==> config.mk <==
export PLATFORM = sky130hd
export DESIGN_NAME = uart_tx_fifo_cfg_flat
export DESIGN_NICKNAME = d
export VERILOG_FILES = /design/src/rtl/uart_pkg.sv /design/src/rtl/uart_tx_fifo_cfg_if.sv /design/src/rtl/uart_sync_fifo.sv /design/src/rtl/uart_tx_fifo_cfg.sv /design/src/flat_wrapper.sv
export SDC_FILE = /design/constraint.sdc
export NUM_CORES = 1
export LEC_CHECK = 0
export CAP_MARGIN = 40
export CORE_MARGIN = 4
export CORE_UTILIZATION = 40
export CTS_CLUSTER_DIAMETER = 150
export DETAILED_ROUTE_END_ITERATION = 8
export PLACE_DENSITY = 0.63
export SLEW_MARGIN = 10
export SYNTH_ARGS = -nofsm -noshare
export SYNTH_HDL_FRONTEND = slang
export SYNTH_HIERARCHICAL = 1
export SYNTH_SLANG_ARGS = --single-unit
==> constraint.sdc <==
create_clock -name clk -period 5.9 [get_ports clk]
set_input_delay 1.475 -clock clk [delete_from_list [all_inputs] [get_ports clk]]
set_output_delay 1.475 -clock clk [all_outputs]
set_load 0.005 [all_outputs]
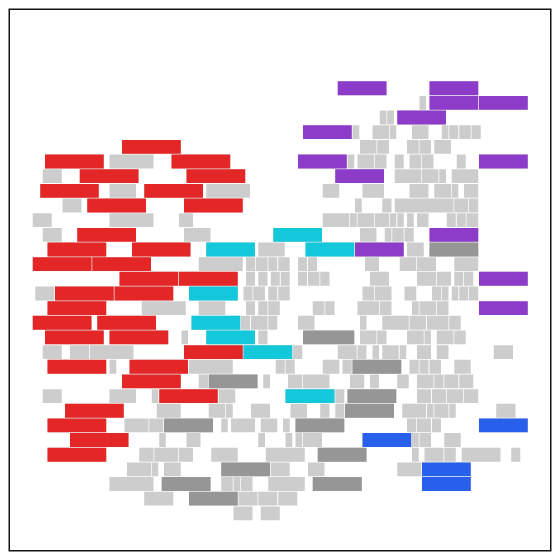
Fig. 1. Where the registers sit (run 1).
Other sequential cells in the stronger gray, the rest of the logic in the fainter gray.
cyan -> u_core/shift_q  # placed flops 8, where center
blue -> u_core/bit_q  # placed flops 4, where lower right
red -> u_core/u_fifo/mem_q  # placed flops 32, where middle left
purple -> u_core/baud_q  # placed flops 13
sequential cell area: 1913 µm²
power attributed to sequential cells: 0.758 mW
fraction of area in registers: 49.51%

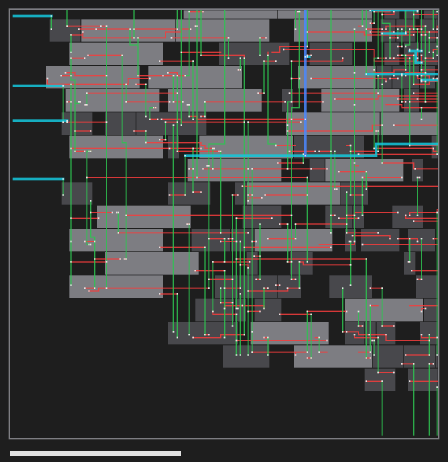
Fig. 2. Layout detail (run 1).
Scale bar: 20 µm. Window x 0 to 50, y 0 to 50 µm. Cells in gray, sequential cells in the stronger gray; small squares are vias.
blue -> met4
red -> met1
cyan -> met3
green -> met2
most frequent = edfxtp_1 (16), dfrtp_1 (9)
sequential cells in the window = 25
cells with their middle in the window = 78

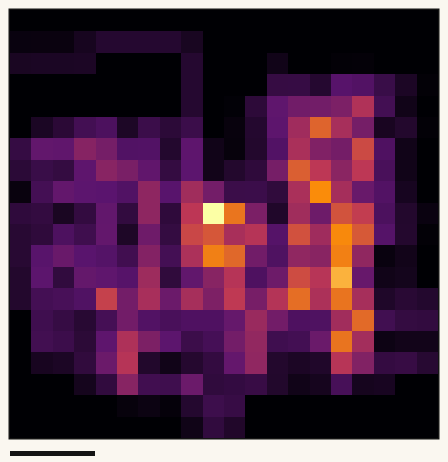
Fig. 3. Wire density map (run 1).
Scale bar: 20 µm. The die is cut into 20 by 20 equal tiles; black is low, pale yellow is high, scaled to the fullest tile. Values are wire area over tile area, all layers added.
mean over tiles = 0.10
nearly empty tiles = 30%
fullest tile = 0.58
tiles over half the peak = 6.0%
average wire length per cell after detail routing: 16.06 µm
Total GRT Usage: 14.00%
total wire length after detailed routing: 6.490 mm

==> reports/metrics.yaml, run 1 <==
status:
  run_status: "finished, final reports clean"
layout:
  area.growth.synth_to_final_pct: 13.65
  relative_area_of_non_clock_buffer_cells_in_the_final_design_pct: 5.052
  flop-count: 70
  layout.comb_gates.multi_input: 179
  final_util_pct: 46.79
  layout.area.top_class: "registers"
  clk_share_pct: 5.084
synth:
  synth_cells: 274
  ys_async_sr_fraction_pct: 54.29
  synth_top_flop_cell: "dfrtp_1"
power:
  power_switching_share_pct: 32.14
  cellPowerDensity_nw_per_um2: 399.1
  switching_power_mw: 0.4955
placement:
  place_worst_setup_slack_ps: 1684
  place_inst: 388
floorplanning:
  die_h_um: 100.2
  die_x_um: 100.2
  n_tap_cell: 105
critical_path:
  path_cells: "inv_1 > ha_1 > or3b_2 > o41a_1 > or2_0 > inv_1 > o31a_2 > ha_1 > inv_1 > fa_1 > xor2_1 > nor2_1 > xor2_1 > nor3_1 > o21ai_0 > or4_1"
  worst_path_max_delay_cell: "o41a_1"
  crit_path_start_kind: "flip-flop"
cts:
  cts_buffer_depth: 2
  tritoncts_buffer_count: 9
  cts_tree: "done"
timing:
  final_cycle_share_pct: 71.65
global_routing:
  largest_net_degree_at_the_start_of_global_routing: 28
  most_used_layer_global_route: "met2"
worst_hold_path:
  min-delay-path-class: "reg -> reg"
-- run 1: cell usage in the layout (no fill, tap or decap), types with 3 or more instances in the layout --
cell type        Yosys  final
clkdlybuf4s50_1      0     16
nor4_1               5      5
or4_1                3      3
xnor2_1              9      9
buf_2                2      3
o21ai_0             15     15
edfxtp_1            32     32
dfrtp_1             37     37
o211ai_1             3      3
ha_1                 8      8
and2_2               4      4
nand2b_1             4      4
nor2_1              14     14
mux4_2               8      8
nor3_1               9      9
inv_1               14     14
a21oi_1              7      7
nand3_1             13     13
o221ai_1             3      3
a31oi_1              8      8
xor2_1               5      5
or3_1                6      6
nand2_1             10     10
clkbuf_8             0      9
==> run 2, diff against run 1 <==
--- a/config.mk
+++ b/config.mk
@@ -10,7 +10,7 @@
 export CORE_UTILIZATION = 40
 export CTS_CLUSTER_DIAMETER = 150
 export DETAILED_ROUTE_END_ITERATION = 8
-export PLACE_DENSITY = 0.63
+export PLACE_DENSITY = 0.65
 export SLEW_MARGIN = 10
 export SYNTH_ARGS = -nofsm -noshare
 export SYNTH_HDL_FRONTEND = slang
==> constraint.sdc (replaced) <==
create_clock -name clk -period 3.4 [get_ports clk]
set_input_delay 0.85 -clock clk [delete_from_list [all_inputs] [get_ports clk]]
set_output_delay 0.85 -clock clk [all_outputs]
set_load 0.005 [all_outputs]
==> run 2 against run 1 <==
Against the previous run: the run now ends with setup timing left; flip-flop count unchanged; fmax increased by 21%; design area increased by 6.5%; largest power group unchanged; synthesized area unchanged; combinational power increased by 95%; global-route usage increased by 0.71 points; sequential power increased by 69%; critical path type unchanged; sequential share of layout area decreased by 3.0 points; clock power increased by 98%; clock skew decreased by 1.1 ps; worst setup slack got worse by 1800 ps; critical path depth decreased by 2; critical endpoint unchanged.
==> reports/metrics.yaml, run 2 <==
floorplanning:
  n_tap_cell: 105  # unchanged
  die_h_um: 100.2  # unchanged
  die_x_um: 100.2  # unchanged
layout:
  relative_area_of_non_clock_buffer_cells_in_the_final_design_pct: 9.793  # +4.7 points
  clk_share_pct: 5.383  # +0.30 points
  flop-count: 70  # unchanged
  area.sequential_um2: 1913  # unchanged
  layout.area.top_class: "registers"
  mostFrequentLayoutCell: "dfrtp_1"
global_routing:
  largest_net_degree_at_the_start_of_global_routing: 21  # -25%
  track_usage_pct: 14.71  # +0.71 points
  most_used_layer_global_route: "met2"
status:
  run_status: "complete, but fails checks"
  failed_checks: "setup timing"
placement:
  place_inst: 414  # +6.7%
worst_hold_path:
  min-delay-path-class: "in -> async"
timing:
  final_cycle_share_pct: 102.6  # +31 points
  final_critical_path_setup_slack_ps: -89.67
  finalSetupViolations: 1
cts:
  tritoncts_buffer_count: 9  # unchanged
  cts_tree: "done"
  cts_buffer_depth: 2  # unchanged
synth:
  ys_async_sr_fraction_pct: 54.29  # unchanged
  synth_top_flop_cell: "dfrtp_1"
  synth_cells: 274  # unchanged
power:
  switching_power_mw: 0.8610  # +74%
  cellPowerDensity_nw_per_um2: 684.5  # +72%
  power_switching_share_pct: 30.58  # -1.6 points
critical_path:
  crit_path_start_kind: "flip-flop"
routing:
  postRouteWirelength_mm: 6.659  # +2.6%
run 2: power by group through the flow:
stage          Clock [mW]  Combinational [mW]  Sequential (mW)
3_5_place_dp            0               0.790             1.30
6_report            0.753               0.785             1.28
2_1_floorplan           0               0.572             1.23
3_3_place_gp            0               0.770             1.29
5_1_grt             0.814               0.884             1.31
4_1_cts             0.779               0.799             1.28
run 2: worst max-delay path: cells and delay by family (launching register included):
family                   cells  cell delay (ps)
adder cells (fa/ha/maj)      2              450
AND/OR/NAND/NOR              5             1440
XOR/XNOR                     2              300
buffers and inverters        2               90
AND-OR/OR-AND                3              700
flip-flops                   1              380
run 2: repair_timing:
action | CTS | global route
endpoints found under the setup margin | 1 | 1
pin swaps | 1 | 1
gates cloned | 0 | 0
gates resized | 3 | 0
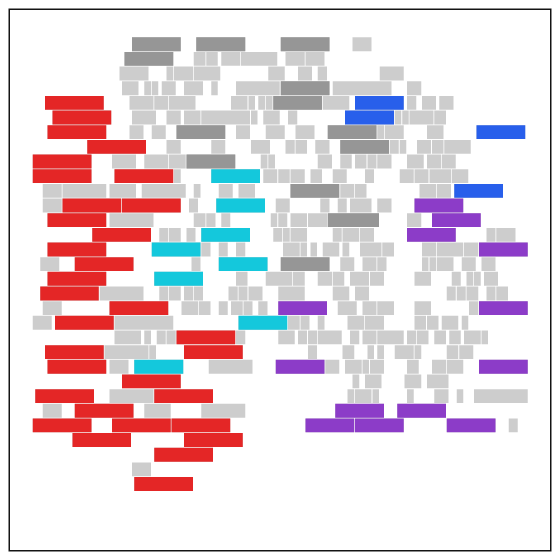
Fig. 4. Where the registers sit (run 2).
Other sequential cells in the stronger gray, the rest of the logic in the fainter gray.
purple -> u_core/baud_q  # placed flops 13
red -> u_core/u_fifo/mem_q  # placed flops 32
blue -> u_core/bit_q  # placed flops 4, where upper right
cyan -> u_core/shift_q  # placed flops 8, where center
fraction of area in registers: 46.50%
power attributed to sequential cells: 1.28 mW

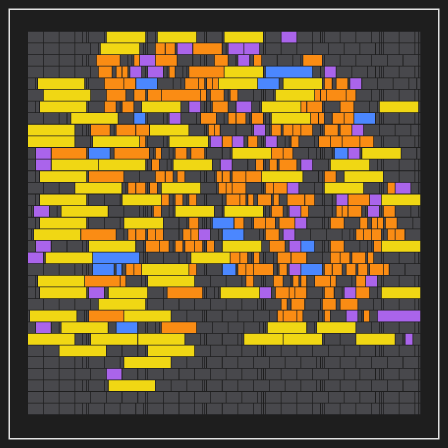
Fig. 5. Cell classes on the final placement (run 2).
Fill, decap, tap and diode cells in gray.
orange -> all other logic  # cells 193, share of their area 36%
yellow -> flops  # cells 70, share of their area 48%
blue -> clock drivers and dummy loads  # cells 16, share of their area 5.6%
purple -> other buffers and delay cells  # cells 46, share of their area 10%
Final Util: 49.82%
final instance area: 4114 µm²

Power figures rest on the tool's default switching activity, not on a simulated workload.
